## config.mk

```make
export PLATFORM = sky130hd
export DESIGN_NAME = rv_regfile_adder
export DESIGN_NICKNAME = d
export VERILOG_FILES = /design/src/rtl/rv_regfile_adder.sv
export SDC_FILE = /design/constraint.sdc
export NUM_CORES = 2
export LEC_CHECK = 0
export CAP_MARGIN = 40
export CORE_MARGIN = 2
export CORE_UTILIZATION = 58
export CTS_BUF_LIST = sky130_fd_sc_hd__clkbuf_4
export DETAILED_ROUTE_END_ITERATION = 6
export GPL_TIMING_DRIVEN = 0
export PLACE_DENSITY = 0.79
export SLEW_MARGIN = 20
export SYNTH_ARGS = -nofsm -noshare
export SYNTH_HDL_FRONTEND = slang
export SYNTH_SLANG_ARGS = --single-unit
```

## constraint.sdc

```tcl
create_clock -name clk -period 2.88 [get_ports clk]
set_input_delay 0.432 -clock clk [delete_from_list [all_inputs] [get_ports clk]]
set_output_delay 0.432 -clock clk [all_outputs]
set_load 0.01 [all_outputs]
```

## src/rtl/rv_regfile_adder.sv

```systemverilog
// rtl/rv_regfile_adder.sv - NREG x XLEN register file (2R/1W, x0 hardwired zero) plus a combinational adder
//
// Ports:
//   clk            system clock, all state updates on the rising edge
//   rst            asynchronous active-low reset, clears every register
//   raddr1/rdata1  read port 1, combinational
//   raddr2/rdata2  read port 2, combinational
//   we/waddr/wdata write port, takes effect on the rising edge
//   src1/src2      adder operands
//   result         (src1 + src2) mod 2^XLEN
module rv_regfile_adder #(
    parameter int XLEN = 64,
    parameter int NREG = 32,
    localparam int AW  = $clog2(NREG)
) (
    input  logic            clk,
    input  logic            rst,
    input  logic [AW-1:0]   raddr1,
    output logic [XLEN-1:0] rdata1,
    input  logic [AW-1:0]   raddr2,
    output logic [XLEN-1:0] rdata2,
    input  logic            we,
    input  logic [AW-1:0]   waddr,
    input  logic [XLEN-1:0] wdata,
    input  logic [XLEN-1:0] src1,
    input  logic [XLEN-1:0] src2,
    output logic [XLEN-1:0] result
);

    logic [XLEN-1:0] regs_q [NREG];
    logic [XLEN-1:0] regs_d [NREG];

    // Writes to x0 are dropped here; the read mux also forces x0 to zero
    // so the architectural guarantee does not depend on the storage.
    always_comb begin
        regs_d = regs_q;
        if (we && (waddr != '0)) begin
            regs_d[waddr] = wdata;
        end
    end

    always_ff @(posedge clk or negedge rst) begin
        if (!rst) begin
            for (int i = 0; i < NREG; i++) begin
                regs_q[i] <= '0;
            end
        end else begin
            regs_q <= regs_d;
        end
    end

    // No write-to-read bypass: reads see the stored value until the edge.
    assign rdata1 = (raddr1 == '0) ? '0 : regs_q[raddr1];
    assign rdata2 = (raddr2 == '0) ? '0 : regs_q[raddr2];

    assign result = src1 + src2;

endmodule

```

### Floorplan with the power grid

Scale: 1 px per µm. Pins as bars on the die edge. Tap cells in grey.
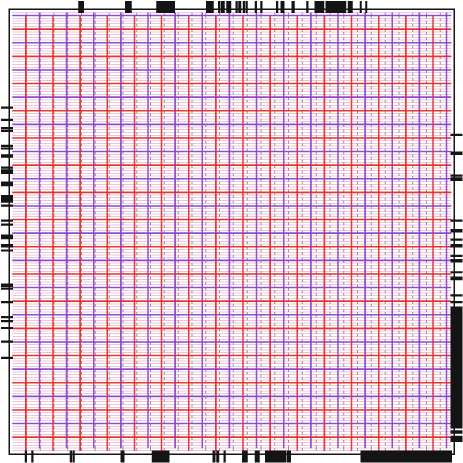
VDD: marked purple. VSS: marked red.
The core has 161 rows. 162 met1 rails follow the rows.

### Placed cells, one colour a class

Scale: 1 px per µm. Fill, decap, tap and diode cells in grey.
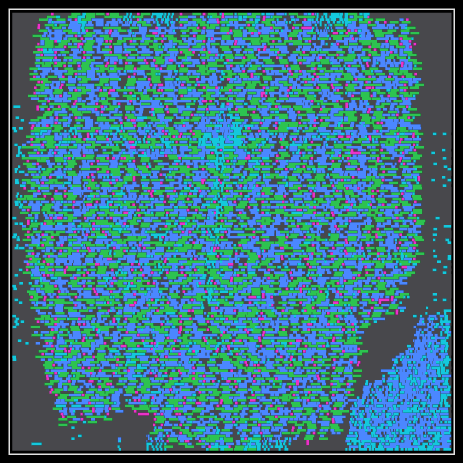
remaining logic cells: marked blue, cells 4,358, share of their area 47%. clock drivers and dummy loads: marked magenta, cells 907, share of their area 5.0%. remaining buffers and delay cells: marked cyan, cells 1,664, share of their area 9.3%. registers: marked green, cells 2,048, share of their area 39%.
row cnt: 161
sequential share of cell area: 37.88%

==> impl_metrics.tcl <==
# flow metrics
set metrics [dict create \
    viasPerCell 7.192 \
    synth_chip_area_um2 112000 \
    grt_use_total_pct 43.44 \
    initCoreUtil_pct 58.29 \
    r2r_cells 3 \
    cp_data_required_time_ns 2.45 \
    violations "DRC, setup timing" \
    grt_pass1_wl_mm 599.5 \
    post-route-min-period_ns 4.024 \
    place_area_um2 121100 \
    fin_crit_sh_pct 139.7 \
    slew_headroom_pct 33.22 \
    critPathSlowestCell "buf_2" \
    synthArstFlopShare_pct 100.0 \
    grt_busiest_layer "met2" \
    nNetsFinal 8905 \
    num_io_pins 402 \
    setup_viol 444 \
    path_max_fanout 10 \
    grt_use_met2_pct 59.91 \
    power.total_w 0.08901 \
    first_pass_iters 7 \
    hold_ws_ns 0.03582 \
    worst_path_dominant_cell_family "buffers and inverters" \
    drive_gt1_share_pct 62.23 \
    finalWorstSetupSlack_ns -1.144 \
    cts_buffers 559 \
    ys_seq_elements 2048 \
    wl_mm 431.9 \
    powerDensity_nw_per_um2 657.9 \
    hpwl_mm 298.1 \
    cp_data_arrival_time_ns 3.59 \
    first_iter_violations 11300 \
    slew_viol_final 0 \
    hold_path_class "input pin to flip-flop" \
    synth.area.top_cells "dfrtp_1 (46%), mux4_2 (24%), mux2_2 (20%)" \
    htree_levels 6 \
    fin_skew_ns 0 \
    leakage_nw 58.31 \
    drc 37 \
    instances_no_fill 11560 \
    yosys.area.top_type_share_pct 45.75 \
    cp_cell_sequence "buf_2, buf_2, buf_4, mux4_2, mux4_2, a21oi_4, nor2_4, buf_6" \
    top_regs "regs_q: 2048 flops" \
    warnings 82 \
    ys_seq_share_pct 45.75 \
    synthTopCellsByCount "dfrtp_1 (2,048), mux2_2 (1,984), mux4_2 (1,179)" \
    synthesis.nets 7500 \
    vias 83130 \
    r2r-end "regs_q[20]" \
    worstSetupPathType "input pin to primary output" \
    cts_sinks 2048 \
    reg2reg_slack_ns 1.84 \
    post_drt_wl_per_cell_um 37.37 \
    root_buffer "clkbuf_4" \
    most_common_cell "dfrtp_1" \
    port_buffers 387 \
    die_h_um 443.5 \
    hold_path_depth 5 \
    edf_count 0 \
    cts_tree "built" \
    clock_path_buffers 4 \
    largest_reg_flops 2048 \
    synth_area_um2 112000 \
    worstHoldStart "waddr[2]" \
    place_inst 10250 \
    yosysCellCount 7226 \
    antenna_found_initial 43 \
    synth_cells 7226 \
    outcome "finished, violations left" \
    dieWidth_um 443.5 \
    regMostFlops "regs_q" \
    gp_congestion 0.9781 \
    r2r_start "regs_q[20]" \
    clk_pin_slew_ns 0.07 \
    cap_viol_max_count 0 \
    cp-end-kind "primary output" \
    grt_setup_unrepaired "yes" \
    antenna_left 0 \
    dp_slack_ns -2.196 \
    peakVddDrop_v 0.0004537 \
    max_stage_delay_ns 0.65 \
    clk_latency_ns 1.46 \
    path_buffers 4 \
    tightest_slew_ns 1.002 \
    yosysTopAreaCell "dfrtp_1" \
    area.growth.synth_to_final_pct 20.78 \
    avgSynthCellArea_um2 15.50 \
    dieArea_um2 196700 \
    synth.distinct_cells 72 \
    ys.flop_type "dfrtp_1" \
    fmax_ghz 0.2485 \
]
-- worst max path at each step --
stage | slack (ns) | cells past startpoint | endpoint | start
after floorplan | 0.002 | 11 | result[36] | src1[0]
after global placement | -88.45 | 1 | regs_q[1810] | rst
after detailed placement | -2.20 | 10 | rdata1[2] | raddr1[2]
after CTS | -1.03 | 5 | rdata2[44] | regs_q[44]
after global routing | -1.13 | 5 | rdata1[44] | regs_q[44]
final | -1.14 | 8 | rdata1[3] | raddr1[0]
-- routing by layer --
layer  up-vias  part of all wire, %
met5         -                 0.25
met4        38                  9.7
met3      2061                   15
met2      6883                   43
met1     42990                   33
li1      31160                    -
-- through the flow --
| step | util, % | TNS (ns) |
|---|---|---|
| after floorplan | - | 0 |
| after global placement | 61.97 | - |
| after detailed placement | 63.04 | -874.43 |
| after CTS | 69.27 | -312.18 |
| after global routing | 70.36 | -350.99 |
| final | 70.40 | -234.58 |
-- layout make-up --
cell class,instances,area (µm²)
clock inverters,104,519.2
diodes,56,140.1
plain buffers,805,3766
inverters,8,30.03
fillers,12400,56880
flip-flops and latches,2048,51250
multi-input cells,4350,61920
clock buffers,803,6028
repair buffers,859,8488
well taps,2526,3161
-- worst min-delay path: stages --
cell and delay (ns):
clkbuf_1 0.24, nor3b_1 0.19, nand2_1 0.21, buf_16 0.19, mux2_2 0.16
-- cells by family after synthesis --
logic type / Yosys count / synth area share (%)
flip-flops: 2048 / 45.75
multiplexers: 3398 / 45.75
AND/OR/NAND/NOR: 411 / 1.776
buffers and inverters: 828 / 3.116
XOR/XNOR: 63 / 0.4926
adder cells (fa/ha/maj): 64 / 0.7215
AND-OR/OR-AND: 414 / 2.398
-- what timing repair did --
action,CTS,global route
resized,1816,299
setup buffers,196,80
setup endpoints to repair,189,1093
gates cloned,0,2
pin swaps,315,176
hold endpoints to repair,633,394
hold buffers,72,1
-- layout by cell type, fill, tap and decap left out, drive strengths merged, types with 3 or more instances in the layout --
master,netlist,routed
nand2,70,70
o21bai,8,8
nor2,180,180
xnor2,33,33
nand3,17,17
clkdlybuf4s50,0,111
dfrtp,2048,2048
nand2b,3,3
ha,63,63
clkinv,0,88
a21o,30,30
nand4,21,21
o211ai,6,6
dlygate4sd3,0,64
dlymetal6s2s,0,5
mux2i,235,235
buf,264,866
o21ai,51,51
o21a,13,13
or2,8,8
mux2,1984,1984
xor2,30,30
nor2b,69,69
a211oi,134,134
diode,0,56
bufinv,0,4
nor3,13,13
o31ai,3,3
mux4,1179,1179
clkdlybuf4s15,0,15
and3,9,9
a31oi,8,8
dlygate4sd2,0,23
inv,8,18
nand3b,4,4
clkbuf,556,1383
a21oi,147,147
nor3b,5,5
-- power by group --
part           switching [W]  internal, W  leakage, nW
clock                 0.0129       0.0130         3.96
combinational         0.0111       0.0136         28.1
sequential           0.00418       0.0342         26.3
No activity file was given, so power comes from the tool's default toggle rates.
